Figure 1. Cell classes on the final placement.
Fill, decap, tap and diode cells in gray.
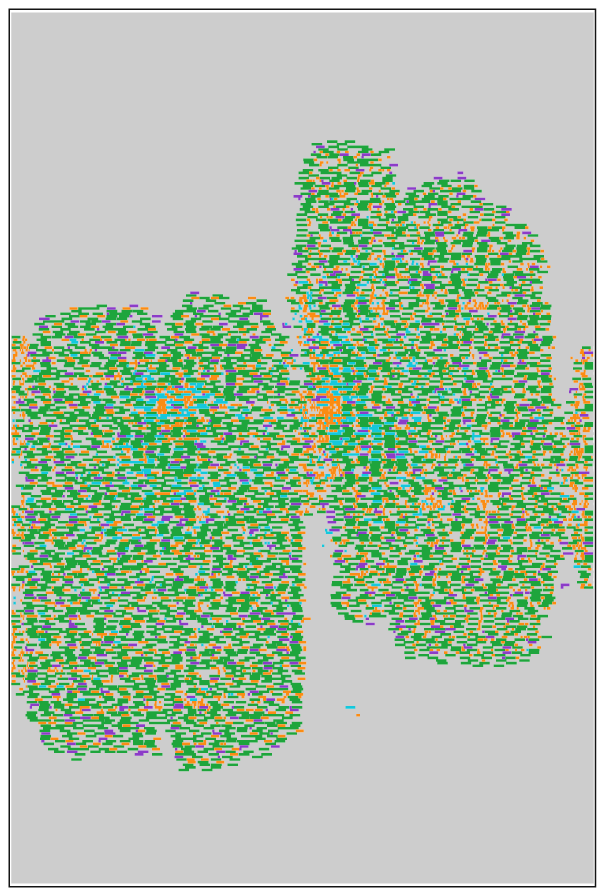
Figure 2. Close-up of the layout.
Region (292, 444) to (317, 469) um. Cells in gray, sequential cells in the stronger gray; small squares are vias.
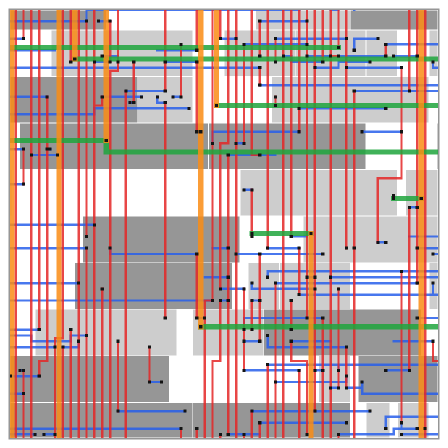
$ cat src/rtl/cache_nway.sv
// N-way set-associative, write-through, no-write-allocate cache.
// One-word lines; round-robin replacement once a set is full.
module cache_nway #(
  parameter int WAYS   = 2,
  parameter int SETS   = 32,
  parameter int ADDR_W = 32,
  parameter int DATA_W = 32
) (
  input  logic              clk,
  input  logic              rst,
  input  logic              req_valid,
  output logic              req_ready,
  input  logic              req_wr,
  input  logic [ADDR_W-1:0] req_addr,
  input  logic [DATA_W-1:0] req_wdata,
  output logic              rsp_valid,
  output logic [DATA_W-1:0] rsp_rdata,
  output logic              rsp_miss,
  output logic              mem_req,
  output logic              mem_wr,
  output logic [ADDR_W-1:0] mem_addr,
  output logic [DATA_W-1:0] mem_wdata,
  input  logic              mem_ack,
  input  logic [DATA_W-1:0] mem_rdata,
  output logic [31:0]       hit_count,
  output logic [31:0]       miss_count
);

  localparam int IDX_W = $clog2(SETS);
  localparam int TAG_W = ADDR_W - IDX_W;
  localparam int WAY_W = (WAYS > 1) ? $clog2(WAYS) : 1;
  localparam logic [WAY_W-1:0] LAST_WAY = WAY_W'(WAYS - 1);

  typedef enum logic [2:0] {
    IDLE, LOOKUP, MEM_RD, MEM_WR, RESP
  } state_t;

  state_t state_q, state_d;

  logic              r_wr;
  logic              r_miss;
  logic [ADDR_W-1:0] r_addr;
  logic [DATA_W-1:0] r_wdata;
  logic [DATA_W-1:0] r_rdata;

  logic [WAYS-1:0]   valid_q [SETS];
  logic [WAY_W-1:0]  rr_q    [SETS];
  logic [TAG_W-1:0]  tag_q   [WAYS][SETS];
  logic [DATA_W-1:0] data_q  [WAYS][SETS];

  logic [IDX_W-1:0]  idx;
  logic [TAG_W-1:0]  tag;
  logic              hit;
  logic [WAY_W-1:0]  hit_way;
  logic [DATA_W-1:0] hit_data;
  logic              has_inv;
  logic [WAY_W-1:0]  vic;
  logic              fill;

  assign idx  = r_addr[IDX_W-1:0];
  assign tag  = r_addr[ADDR_W-1:IDX_W];
  assign fill = (state_q == MEM_RD) && mem_ack;

  always_comb begin
    hit      = 1'b0;
    hit_way  = '0;
    hit_data = '0;
    for (int w = 0; w < WAYS; w++) begin
      if (valid_q[idx][w] && tag_q[w][idx] == tag) begin
        hit      = 1'b1;
        hit_way  = WAY_W'(w);
        hit_data = data_q[w][idx];
      end
    end
  end

  // Lowest invalid way wins; otherwise fall back to the set's pointer.
  always_comb begin
    has_inv = 1'b0;
    vic     = rr_q[idx];
    for (int w = WAYS - 1; w >= 0; w--) begin
      if (!valid_q[idx][w]) begin
        has_inv = 1'b1;
        vic     = WAY_W'(w);
      end
    end
  end

  always_ff @(posedge clk or posedge rst) begin
    if (rst) state_q <= IDLE;
    else     state_q <= state_d;
  end

  always_comb begin
    state_d = state_q;
    unique case (state_q)
      IDLE:   if (req_valid) state_d = LOOKUP;
      LOOKUP: begin
        if (r_wr)     state_d = MEM_WR;
        else if (hit) state_d = RESP;
        else          state_d = MEM_RD;
      end
      MEM_RD: if (mem_ack) state_d = RESP;
      MEM_WR: if (mem_ack) state_d = RESP;
      RESP:   state_d = IDLE;
      default: state_d = IDLE;
    endcase
  end

  assign req_ready = (state_q == IDLE);
  assign rsp_valid = (state_q == RESP);
  assign rsp_miss  = rsp_valid && r_miss;
  assign rsp_rdata = (rsp_valid && !r_wr) ? r_rdata : '0;
  assign mem_req   = (state_q == MEM_RD) || (state_q == MEM_WR);
  assign mem_wr    = (state_q == MEM_WR);
  assign mem_addr  = mem_req ? r_addr : '0;
  assign mem_wdata = mem_wr ? r_wdata : '0;

  always_ff @(posedge clk or posedge rst) begin
    if (rst) begin
      r_wr       <= 1'b0;
      r_miss     <= 1'b0;
      r_addr     <= '0;
      r_wdata    <= '0;
      r_rdata    <= '0;
      hit_count  <= '0;
      miss_count <= '0;
      for (int s = 0; s < SETS; s++) begin
        valid_q[s] <= '0;
        rr_q[s]    <= '0;
      end
    end else begin
      unique case (state_q)
        IDLE: if (req_valid) begin
          r_wr    <= req_wr;
          r_addr  <= req_addr;
          r_wdata <= req_wdata;
        end
        LOOKUP: begin
          r_miss  <= !hit;
          r_rdata <= hit_data;
        end
        MEM_RD: if (mem_ack) begin
          r_rdata          <= mem_rdata;
          valid_q[idx][vic] <= 1'b1;
          if (!has_inv)
            rr_q[idx] <= (rr_q[idx] == LAST_WAY) ? '0 : rr_q[idx] + 1'b1;
        end
        RESP: begin
          if (r_miss) begin
            if (miss_count != '1) miss_count <= miss_count + 1'b1;
          end else begin
            if (hit_count != '1) hit_count <= hit_count + 1'b1;
          end
        end
        default: ;
      endcase
    end
  end

  // Tag and data arrays carry no reset; valid bits gate them.
  always_ff @(posedge clk) begin
    if (state_q == LOOKUP && r_wr && hit)
      data_q[hit_way][idx] <= r_wdata;
    if (fill) begin
      tag_q[vic][idx]  <= tag;
      data_q[vic][idx] <= mem_rdata;
    end
  end

endmodule
$ cat config.mk
export PLATFORM = sky130hd
export DESIGN_NAME = cache_nway
export DESIGN_NICKNAME = d
export VERILOG_FILES = /design/src/rtl/cache_nway.sv
export SDC_FILE = /design/constraint.sdc
export NUM_CORES = 2
export LEC_CHECK = 0
export ABC_CLOCK_PERIOD_IN_PS = 9700
export CORE_ASPECT_RATIO = 1.5
export CORE_UTILIZATION = 28
export DETAILED_ROUTE_END_ITERATION = 10
export DONT_BUFFER_PORTS = 1
export GPL_TIMING_DRIVEN = 0
export SKIP_LAST_GASP = 1
export SLEW_MARGIN = 10
export SYNTH_ARGS = -nofsm -noshare
export SYNTH_HDL_FRONTEND = slang
export SYNTH_SLANG_ARGS = --single-unit
$ cat constraint.sdc
create_clock -name clk -period 9.7 [get_ports clk]
set_input_delay 1.94 -clock clk [delete_from_list [all_inputs] [get_ports clk]]
set_output_delay 1.94 -clock clk [all_outputs]
set_load 0.01 [all_outputs]
==> reports/qor.json <==
{
  "outcome": {
    "outcome": "complete, but fails checks",
    "failing_checks": "max-capacitance violations, max-slew violations"
  },
  "synth": {
    "enable_flop_cells": 3776,
    "synth_xor_xnor_area_share_pct": 0.384,
    "yosys_top_cell_by_instances": "edfxtp_1",
    "synth.net_count": 7950,
    "yosysWarnings": 0,
    "synth_cell_types": 67,
    "yosysChipArea_um2": 155000,
    "synth.cellmix.compoundShare_pct": 3.64,
    "post_synth_inst_count": 7847,
    "ys_async_sr_fraction_pct": 6.47,
    "share_of_cell_area_taken_by_muxes_after_synthesis_pct": 14.0,
    "top_area_share_pct": 73.1,
    "postSynthAreaPerCell_um2": 19.8,
    "simple_gate_area_share_pct": 3.27
  },
  "routing": {
    "vias_per_std_cell": 5.44,
    "dr.first_iter.drc_count": 13700,
    "totalWireLength_um": 548000,
    "drc": 0,
    "routedWlPerCell_um": 33.9,
    "drt-pass1-iter-count": 8,
    "vias": 87800,
    "postRouteAntennaNets": 0
  },
  "cells_and_area": {
    "area.sequential_um2": 120000,
    "clk_share_pct": 7.05,
    "largest_cell_class": "registers",
    "seq_cell_count": 4037,
    "most-common-layout-cells": "edfxtp_1, mux2i_1, o22ai_1",
    "max_flop_register": "data_q",
    "buffers": 744,
    "comb_area_share_pct": 18.5,
    "final_common_cell": "edfxtp_1",
    "area_share_nonclk_buffers_pct": 4.69,
    "multi_input_gate_area_um2": 34200,
    "antenna-diode-count": 35,
    "clock_buffer_count": 510,
    "number_of_multi_input_combinational_cells_in_the_layout": 3350,
    "final_layout_size_suffix_gt1_share_pct": 22.3
  },
  "power": {
    "comb-power_mw": 17.1,
    "powerClk_mw": 15.6,
    "max-vdd-ir-drop_v": 0.000254,
    "power.clock.fraction_pct": 27.9,
    "sequential_cell_fraction_of_total_power_pct": 41.4,
    "switching_share_pct": 34.9,
    "p_int_mw": 36.3,
    "p_leak_nw": 60.6,
    "power_density_nw_per_um2": 301,
    "power.largest_group": "sequential cells",
    "p_comb_share_pct": 30.6,
    "pg_seq_mw": 23.1
  },
  "clocking": {
    "ctsRootBufferMaster": "clkbuf_16",
    "post-cts-setup-buffer-count": 0,
    "tritoncts.num_buffers": 402,
    "cts.reportedPaths.clkPinSlew_ns": 0.07,
    "insertion_delay_ns": 1.03,
    "clock_tree_from_tritoncts": "done",
    "cts_num_sinks": 4037,
    "cts_max_level": 5
  },
  "setup_path": {
    "path_class": "register to register",
    "worstReg2RegStart": "r_addr[0]$_DFFE_PP0P_",
    "timing.critical_path.to_type": "register",
    "timing.critical_path.from": "r_addr[0]$_DFFE_PP0P_",
    "reg2regPathDepth": 16,
    "critical_path.startpoint_type": "register",
    "r2r_endpoint": "data_q[0][9]$_DFFE_PP_"
  },
  "sta": {
    "period_minus_slack_ns": 9.69,
    "timing.final.setup_violations": 0,
    "maximum_achievable_frequency_mhz": 103,
    "finalMaxSlewViolations": 10,
    "fin_skew_ns": 0.124,
    "maxSlewHeadroom_pct": -0.148,
    "worst_slew_pin_slew_ns": 1.50,
    "timing.final.hold_violations": 0,
    "rsz_0062_raised_after_global_routing": "false"
  },
  "global_routing": {
    "grt-ovfl-total": 0,
    "grt_first_pass_wirelength_um": 728000,
    "grt_usage_pct": 18.9,
    "via_count_of_the_first_global_routing_pass": 84800,
    "maximum_number_of_pins_on_one_net_before_global_route_repair": 98
  },
  "min_path": {
    "hold_path_class": "register to register"
  },
  "run": {
    "maxcap_viol_count": 1
  },
  "floorplan": {
    "tap_cells": 7224,
    "dieHeight_um": 914,
    "chipArea_um2": 557000,
    "floorplan.io_pins": 266
  },
  "place": {
    "gp_congestion": 0.893
  }
}
## Picture notes: Figure 1
Key: cyan = remaining buffers and delay cells [cells 744, share of their area 4.9%]; orange = remaining logic cells [cells 3361, share of their area 19%]; purple = clock drivers and dummy loads [cells 746, share of their area 7.4%]; green = registers [cells 4037, share of their area 68%]
Core Rows: 334
Design Area, Final: 185000 um2
fraction of the core area covered by cells at the end of the flow: 33.6%
placeable core area: 552000 um2
register fraction of the total cell area: 64.8%

## Picture notes: Figure 2
Key: red = M2; blue = M1; orange = M4; green = M3
25 logic cells have their middle in the window. Netlist names of flops here include `rr_q` (6), `data_q` (4). Most frequent: dfrtp_1 (6). Sequential cells in the window: 10.

-- metrics by stage --
stage	setup WS (ns)	TNS (ns)	instances	utilization (%)
2_1_floorplan	0.576	0	7847	-
3_3_place_gp	-4.33	-7114.52	15100	29.8
3_5_place_dp	0.0861	0	15400	31.2
4_1_cts	0.0237	0	16100	33.5
5_1_grt	0.465	0	16100	33.5
6_report	0.0130	0	16100	33.6
-- per-layer routing --
layer  GRT usage (%)  wire [um]  vias up
li1                -          -    33800
met1            22.4     187000    46200
met2            31.9     265000     6325
met3            4.80      62900     1470
met4            9.66      33200       10
met5               0         59        -
-- how the worst min path moves through the flow --
| stage | startpoint | endpoint | slack (ns) | depth (start not counted) |
|---|---|---|---|---|
| after floorplan | valid_q[10]$_DFFE_PP0P_ | valid_q[10]$_DFFE_PP0P_ | 0.43 | 1 |
| after CTS | valid_q[18]$_DFFE_PP0P_ | valid_q[18]$_DFFE_PP0P_ | 0.46 | 1 |
| after detailed placement | valid_q[18]$_DFFE_PP0P_ | valid_q[18]$_DFFE_PP0P_ | 0.44 | 1 |
| final | valid_q[18]$_DFFE_PP0P_ | valid_q[18]$_DFFE_PP0P_ | 0.46 | 1 |
| after global placement | valid_q[42]$_DFFE_PP0P_ | valid_q[42]$_DFFE_PP0P_ | 0.44 | 1 |
| after global routing | valid_q[22]$_DFFE_PP0P_ | valid_q[22]$_DFFE_PP0P_ | 0.47 | 1 |
-- worst max-delay path: stages (launching register included) --
cell      delay [ns]
dfrtp_1         0.63
or4b_1          0.19
buf_2           0.35
clkbuf_1        0.86
clkbuf_2        0.82
clkbuf_1        1.14
o22ai_1         0.22
nor4_1          0.50
a21o_1          0.18
nand4_1         0.32
nor4_1          0.86
nand4_1         0.79
a21boi_1        1.24
buf_2           0.62
nor2_4          0.26
buf_12          0.26
buf_16          0.17
Power and IR drop assume default switching activity.
